===== config.mk =====
export PLATFORM = sky130hd
export DESIGN_NAME = bitand20_rr_sched_flat
export DESIGN_NICKNAME = d
export VERILOG_FILES = /design/src/rtl/bitand20_rr_sched_if.sv /design/src/rtl/bitand20_rr_sched.sv /design/src/flat_wrapper.sv
export SDC_FILE = /design/constraint.sdc
export NUM_CORES = 1
export LEC_CHECK = 0
export CORE_MARGIN = 5
export CORE_UTILIZATION = 26
export DETAILED_ROUTE_END_ITERATION = 6
export PLACE_DENSITY = 0.77
export SKIP_LAST_GASP = 1
export SLEW_MARGIN = 30
export SYNTH_ARGS = -nofsm -noshare
export SYNTH_HDL_FRONTEND = slang
export SYNTH_SLANG_ARGS = --single-unit

===== constraint.sdc =====
create_clock -name clk -period 1.64 [get_ports clk]
set_input_delay 0.164 -clock clk [delete_from_list [all_inputs] [get_ports clk]]
set_output_delay 0.164 -clock clk [all_outputs]
set_load 0.05 [all_outputs]

===== src/rtl/bitand20_rr_sched_if.sv =====
// Request/response bundle for the round-robin AND scheduler.
// master drives operands and resp_ready; slave is the scheduler.
interface bitand20_rr_sched_if #(
    parameter int W    = 20,
    parameter int NREQ = 4,
    parameter int IDW  = 2
);
    logic [NREQ-1:0]   req_valid;
    logic [NREQ*W-1:0] req_a;
    logic [NREQ*W-1:0] req_b;
    logic [NREQ-1:0]   req_ready;
    logic              resp_valid;
    logic [W-1:0]      resp_data;
    logic [IDW-1:0]    resp_id;
    logic              resp_ready;

    modport master (
        output req_valid, req_a, req_b, resp_ready,
        input  req_ready, resp_valid, resp_data, resp_id
    );

    modport slave (
        input  req_valid, req_a, req_b, resp_ready,
        output req_ready, resp_valid, resp_data, resp_id
    );
endinterface


===== src/rtl/bitand20_rr_sched.sv =====
// Round-robin scheduler sharing one W-bit AND unit across NREQ requesters.
// Define BITAND20_STAT_EN to add the 16-bit op_count transfer counter.
module bitand20_rr_sched #(
    parameter int W    = 20,
    parameter int NREQ = 4,
    parameter int IDW  = 2
) (
    input logic clk,
    input logic rst_n,
    bitand20_rr_sched_if.slave bus
`ifdef BITAND20_STAT_EN
    ,
    output logic [15:0] op_count
`endif
);
    typedef enum logic {EMPTY, FULL} state_t;

    state_t          state_q;
    state_t          state_d;
    logic [IDW-1:0]  ptr_q;
    logic [IDW-1:0]  cand;
    logic [IDW-1:0]  gnt_idx;
    logic            gnt_any;
    logic            free;
    logic            fire;
    logic [NREQ-1:0] ready;
    logic [W-1:0]    data_q;
    logic [IDW-1:0]  id_q;

    // First valid requester at or after ptr, wrapping modulo NREQ.
    always_comb begin
        gnt_any = 1'b0;
        gnt_idx = ptr_q;
        cand    = ptr_q;
        for (int k = 0; k < NREQ; k++) begin
            cand = ptr_q + IDW'(k);
            if (!gnt_any && bus.req_valid[cand]) begin
                gnt_any = 1'b1;
                gnt_idx = cand;
            end
        end
    end

    assign free = (state_q == EMPTY) || bus.resp_ready;
    assign fire = gnt_any && free && rst_n;

    always_comb begin
        ready = '0;
        if (fire) ready[gnt_idx] = 1'b1;
    end

    assign bus.req_ready = ready;

    always_comb begin
        state_d = state_q;
        unique case (state_q)
            EMPTY: if (fire) state_d = FULL;
            FULL:  if (bus.resp_ready && !fire) state_d = EMPTY;
            default: state_d = EMPTY;
        endcase
    end

    always_ff @(posedge clk or negedge rst_n) begin
        if (!rst_n) state_q <= EMPTY;
        else        state_q <= state_d;
    end

    always_ff @(posedge clk or negedge rst_n) begin
        if (!rst_n) begin
            data_q <= '0;
            id_q   <= '0;
            ptr_q  <= '0;
        end else if (fire) begin
            data_q <= bus.req_a[gnt_idx*W +: W] & bus.req_b[gnt_idx*W +: W];
            id_q   <= gnt_idx;
            ptr_q  <= gnt_idx + IDW'(1);
        end
    end

    assign bus.resp_valid = (state_q == FULL);
    assign bus.resp_data  = data_q;
    assign bus.resp_id    = id_q;

`ifdef BITAND20_STAT_EN
    logic [15:0] op_cnt;

    always_ff @(posedge clk or negedge rst_n) begin
        if (!rst_n)
            op_cnt <= '0;
        else if (bus.resp_valid && bus.resp_ready)
            op_cnt <= op_cnt + 16'd1;
    end

    assign op_count = op_cnt;
`endif
endmodule

===== src/flat_wrapper.sv =====
// flat-port wrapper written by rule: the top's interface ports become plain ports
module bitand20_rr_sched_flat 
#(
    parameter int W    = 20,
    parameter int NREQ = 4,
    parameter int IDW  = 2
)
  (clk, rst_n, bus_req_valid, bus_req_a, bus_req_b, bus_resp_ready, bus_req_ready, bus_resp_valid, bus_resp_data, bus_resp_id);
  bitand20_rr_sched_if #(.W(W), .NREQ(NREQ), .IDW(IDW)) bus_i ();
  input logic clk;
  input logic rst_n;
  input wire logic [$bits(bus_i.req_valid)-1:0] bus_req_valid;
  input wire logic [$bits(bus_i.req_a)-1:0] bus_req_a;
  input wire logic [$bits(bus_i.req_b)-1:0] bus_req_b;
  input wire logic [$bits(bus_i.resp_ready)-1:0] bus_resp_ready;
  output wire logic [$bits(bus_i.req_ready)-1:0] bus_req_ready;
  output wire logic [$bits(bus_i.resp_valid)-1:0] bus_resp_valid;
  output wire logic [$bits(bus_i.resp_data)-1:0] bus_resp_data;
  output wire logic [$bits(bus_i.resp_id)-1:0] bus_resp_id;
  assign bus_i.req_valid = bus_req_valid;
  assign bus_i.req_a = bus_req_a;
  assign bus_i.req_b = bus_req_b;
  assign bus_i.resp_ready = bus_resp_ready;
  assign bus_req_ready = bus_i.req_ready;
  assign bus_resp_valid = bus_i.resp_valid;
  assign bus_resp_data = bus_i.resp_data;
  assign bus_resp_id = bus_i.resp_id;
  bitand20_rr_sched #(.W(W), .NREQ(NREQ), .IDW(IDW)) u_core (.clk(clk), .rst_n(rst_n), .bus(bus_i));
endmodule

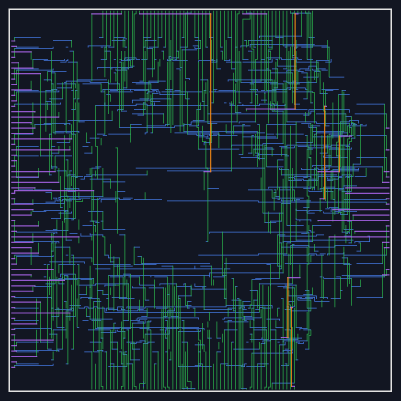
(routed metal, one colour a layer)
(4 px per µm)
colour	layer	wire length
green	met2	4430 µm
purple	met3	462 µm
blue	met1	2850 µm
orange	met4	130 µm
Routed WL: 7871 µm
total track usage: 17.31%
drt wl/cell: 14.96 µm

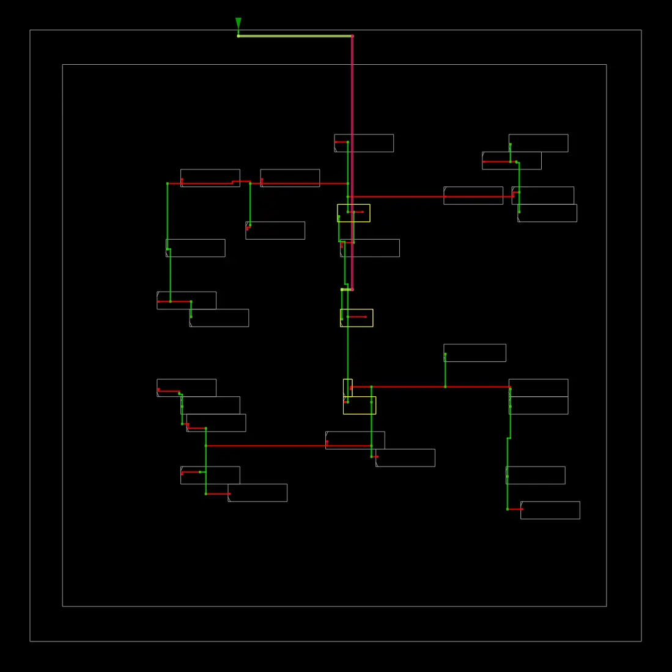
(clock wiring as the flow saved it)
clk sink count: 25
Inserted Clock Buffers: 3
worst skew pair latency: 0.26 ns
flop count: 25

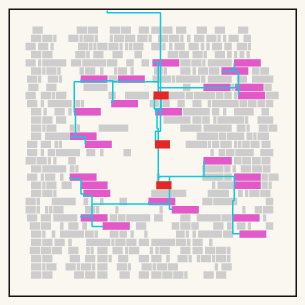
(clock wires, drivers and flops)
(3 px per µm)
[magenta] flip-flops | count: 25
[cyan] clock wires | length: 349 µm
[red] cells driving clock nets | count: 3
routed clock nets	4
Clk pwr share: 8.2%
Clock Skews: 0.001188 ns
clk pwr: 0.362 mW

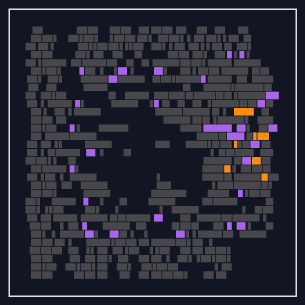
(logic cells by family)
(3 px per µm)
colour	family	cells
purple	inverting AOI/OAI gates	29
orange	NOR gates	7
most frequent logic cell in the layout: clkdlybuf4s50_1
Finished Layout Cells: 526
combinational share of cell area: 30.46%

==> impl_metrics.json <==
{
  "place.gp.congestion": 0.7869,
  "antenna_found_initial": 0,
  "synth.net_count": 385,
  "top_cell": "nand2_1",
  "largest_class": "non-clock buffers",
  "fin_crit_sh_pct": 117.2,
  "timing.rr.start": "u_core.ptr_q[1]",
  "critPathTopFamily": "flip-flops",
  "synth-area-yosys_um2": 1884,
  "rr_endpoint": "u_core.bus.resp_data[16]",
  "dieArea_um2": 9050,
  "drive_above_1_share_pct": 25.29,
  "cpPeakStageDelay_ns": 0.46,
  "clock_path_buffers": 2,
  "finalNetCount": 599,
  "viasPerCell": 4.422,
  "largest_area_cell": "dfrtp_1",
  "topCombFamilyByArea": "simple AND/OR/NAND/NOR gates",
  "syn_area_um2": 1884,
  "initCoreUtil_pct": 26.40,
  "most-common-layout-cells": "clkdlybuf4s50_1 (162), nand2_1 (109), buf_4 (38)",
  "topRoutingLayerUsed": "met4",
  "yosys_cells": 214,
  "topCellsByArea": "dfrtp_1 (33%), mux4_2 (23%), nand2_1 (22%)",
  "postSynthAreaPerCell_um2": 8.805,
  "finalSetupViolations": 24,
  "peakVddDrop_mv": 0.4190,
  "path_buffers": 3,
  "fin_ws_ns": -0.2818,
  "top_cells_by_count": "nand2_1 (109), dfrtp_1 (25), o21ai_1 (21)",
  "synth-edff-count": 0,
  "ctsResizeCount": 27,
  "openroad.warnings": 32,
  "cts_hold_buf": 0,
  "seq_share_pct": 14.40,
  "wl_met3_um": 462,
  "dp_hpwl_um": 6612,
  "synth.distinct_cells": 25,
  "syn_to_final_growth_pct": 131.5,
  "port_buffers": 193,
  "logic_area_um2": 1329,
  "first_global_vias": 2703,
  "outcome": "finished, violations left",
  "crit_path_start_kind": "flip-flop",
  "drtIter0Drc": 69,
  "powerDensity_nw_per_um2": 1016,
  "crit_path_end_kind": "output pin",
  "wl_met2_um": 4430,
  "place_inst": 515,
  "ys_sh_simple_pct": 26.03,
  "netlist.area_leader.share_pct": 33.20,
  "n_fill_cell": 623,
  "ant_nets": 0,
  "async_flop_share_pct": 100.0,
  "fp.dieH_um": 95.13,
  "signal_buffers": 218,
  "pwr-share-seq_pct": 21.8,
  "top_usage_layer": "met2",
  "ys_sh_aoi_pct": 9.429,
  "violations": "setup timing",
  "endpoint": "bus_req_ready[2]",
  "worst_slew_pin_slew_ns": 0.4438,
  "inverters": 3,
  "hold_path.class": "input port to asynchronous set/reset pin",
  "slowest_stage": "dfrtp_2",
  "grt_max_degree": 26,
  "worst-setup-path-type": "flip-flop to output pin",
  "maxSlewHeadroom_pct": 70.36,
  "final_util_pct": 61.11,
  "ff_type": "dfrtp_1",
  "die_w_um": 95.13,
  "num_rows": 31,
  "postSynthSeqShare_pct": 33.20,
  "clock_buffers": 4,
  "register_area_um2": 628.1,
  "core_um2": 7137,
  "max_clock_freq_ghz": 0.5203,
  "xor_share_pct": 0,
  "syn_inst": 214,
  "use_met1_pct": 18.86,
  "p_switching_mw": 1.858,
  "crit_cells": 8,
  "buffer_area_share_pct": 50.95,
  "ff2ff_path_depth": 8,
  "diodes": 0,
  "finalHoldViolCount": 0,
  "fin_crit_ns": 1.922,
  "grt_use_met2_pct": 33.24,
  "r2r_slack_ns": -0.27,
  "yosys_warnings": 0,
  "cts_max_level": 1,
  "met3_usage_pct": 3.473,
  "p_leak_nw": 1.826,
  "drv_slew": 0,
  "taps": 99,
  "wl_met1_um": 2847,
  "post_cts_buffers": 5,
  "pwr-share-comb_pct": 70.1,
  "grt_pass1_wl_um": 12260,
  "critPathMaxFanout": 5,
  "clock_area_share_pct": 1.033,
  "drv_cap": 0,
  "intPower_mw": 2.573,
  "clockRootBuffer": "clkbuf_8",
  "ys_sh_mux_pct": 24.10,
  "crit_top_cell": "buf_12",
  "crit_chain": "nand2_2, a21oi_2, o211a_4, inv_4, buf_12, ha_4, and2_4, buf_12",
  "power_mw": 4.432,
  "cts_tree": "built",
  "num_vias": 2326,
  "grt-ovfl-total": 0,
  "comb_cells": 177,
  "firstDrtPassIters": 4,
  "fa_ha_area_share_pct": 2.656,
  "required_ns": 1.48,
  "drc_errors": 0,
  "io_pins": 194,
  "cp_data_arrival_time_ns": 1.76,
  "ys_ff": 25,
  "rsz0062_at_grt": "yes",
  "p_sw_share_pct": 41.93,
  "cts.clk_slew.worst_paths_ns": 0.08,
  "crit_path_start": "u_core.ptr_q[1]"
}
[power groups by stage]
stage	clock network, mW	logic (mW)	registers, mW
floorplan	0	0.963	1.56
global placement	0	2.61	0.936
detailed placement	0	2.65	0.950
CTS	0.386	3.04	0.940
global route	0.420	3.30	0.995
finish	0.362	3.11	0.964
[through the flow]
step,hold slack (ns),area (µm²),setup TNS (ns),setup slack [ns]
finish,0.3413,4362,-5.732,-0.2818
global route,0.3478,4362,-7.446,-0.3477
CTS,0.3456,4282,-5.760,-0.2820
detailed placement,0.4720,4026,-10.89,-0.4904
global placement,0.4648,4026,-9.939,-0.4164
floorplan,-0.1316,1901,-0.9761,-0.05167
[state kept, by name, summed over array words and instances (netlist names)]
signal                 flops
u_core.bus.resp_valid      1
u_core.ptr_q               2
u_core.bus.resp_id         2
u_core.bus.resp_data      20
Power and IR drop assume default switching activity.
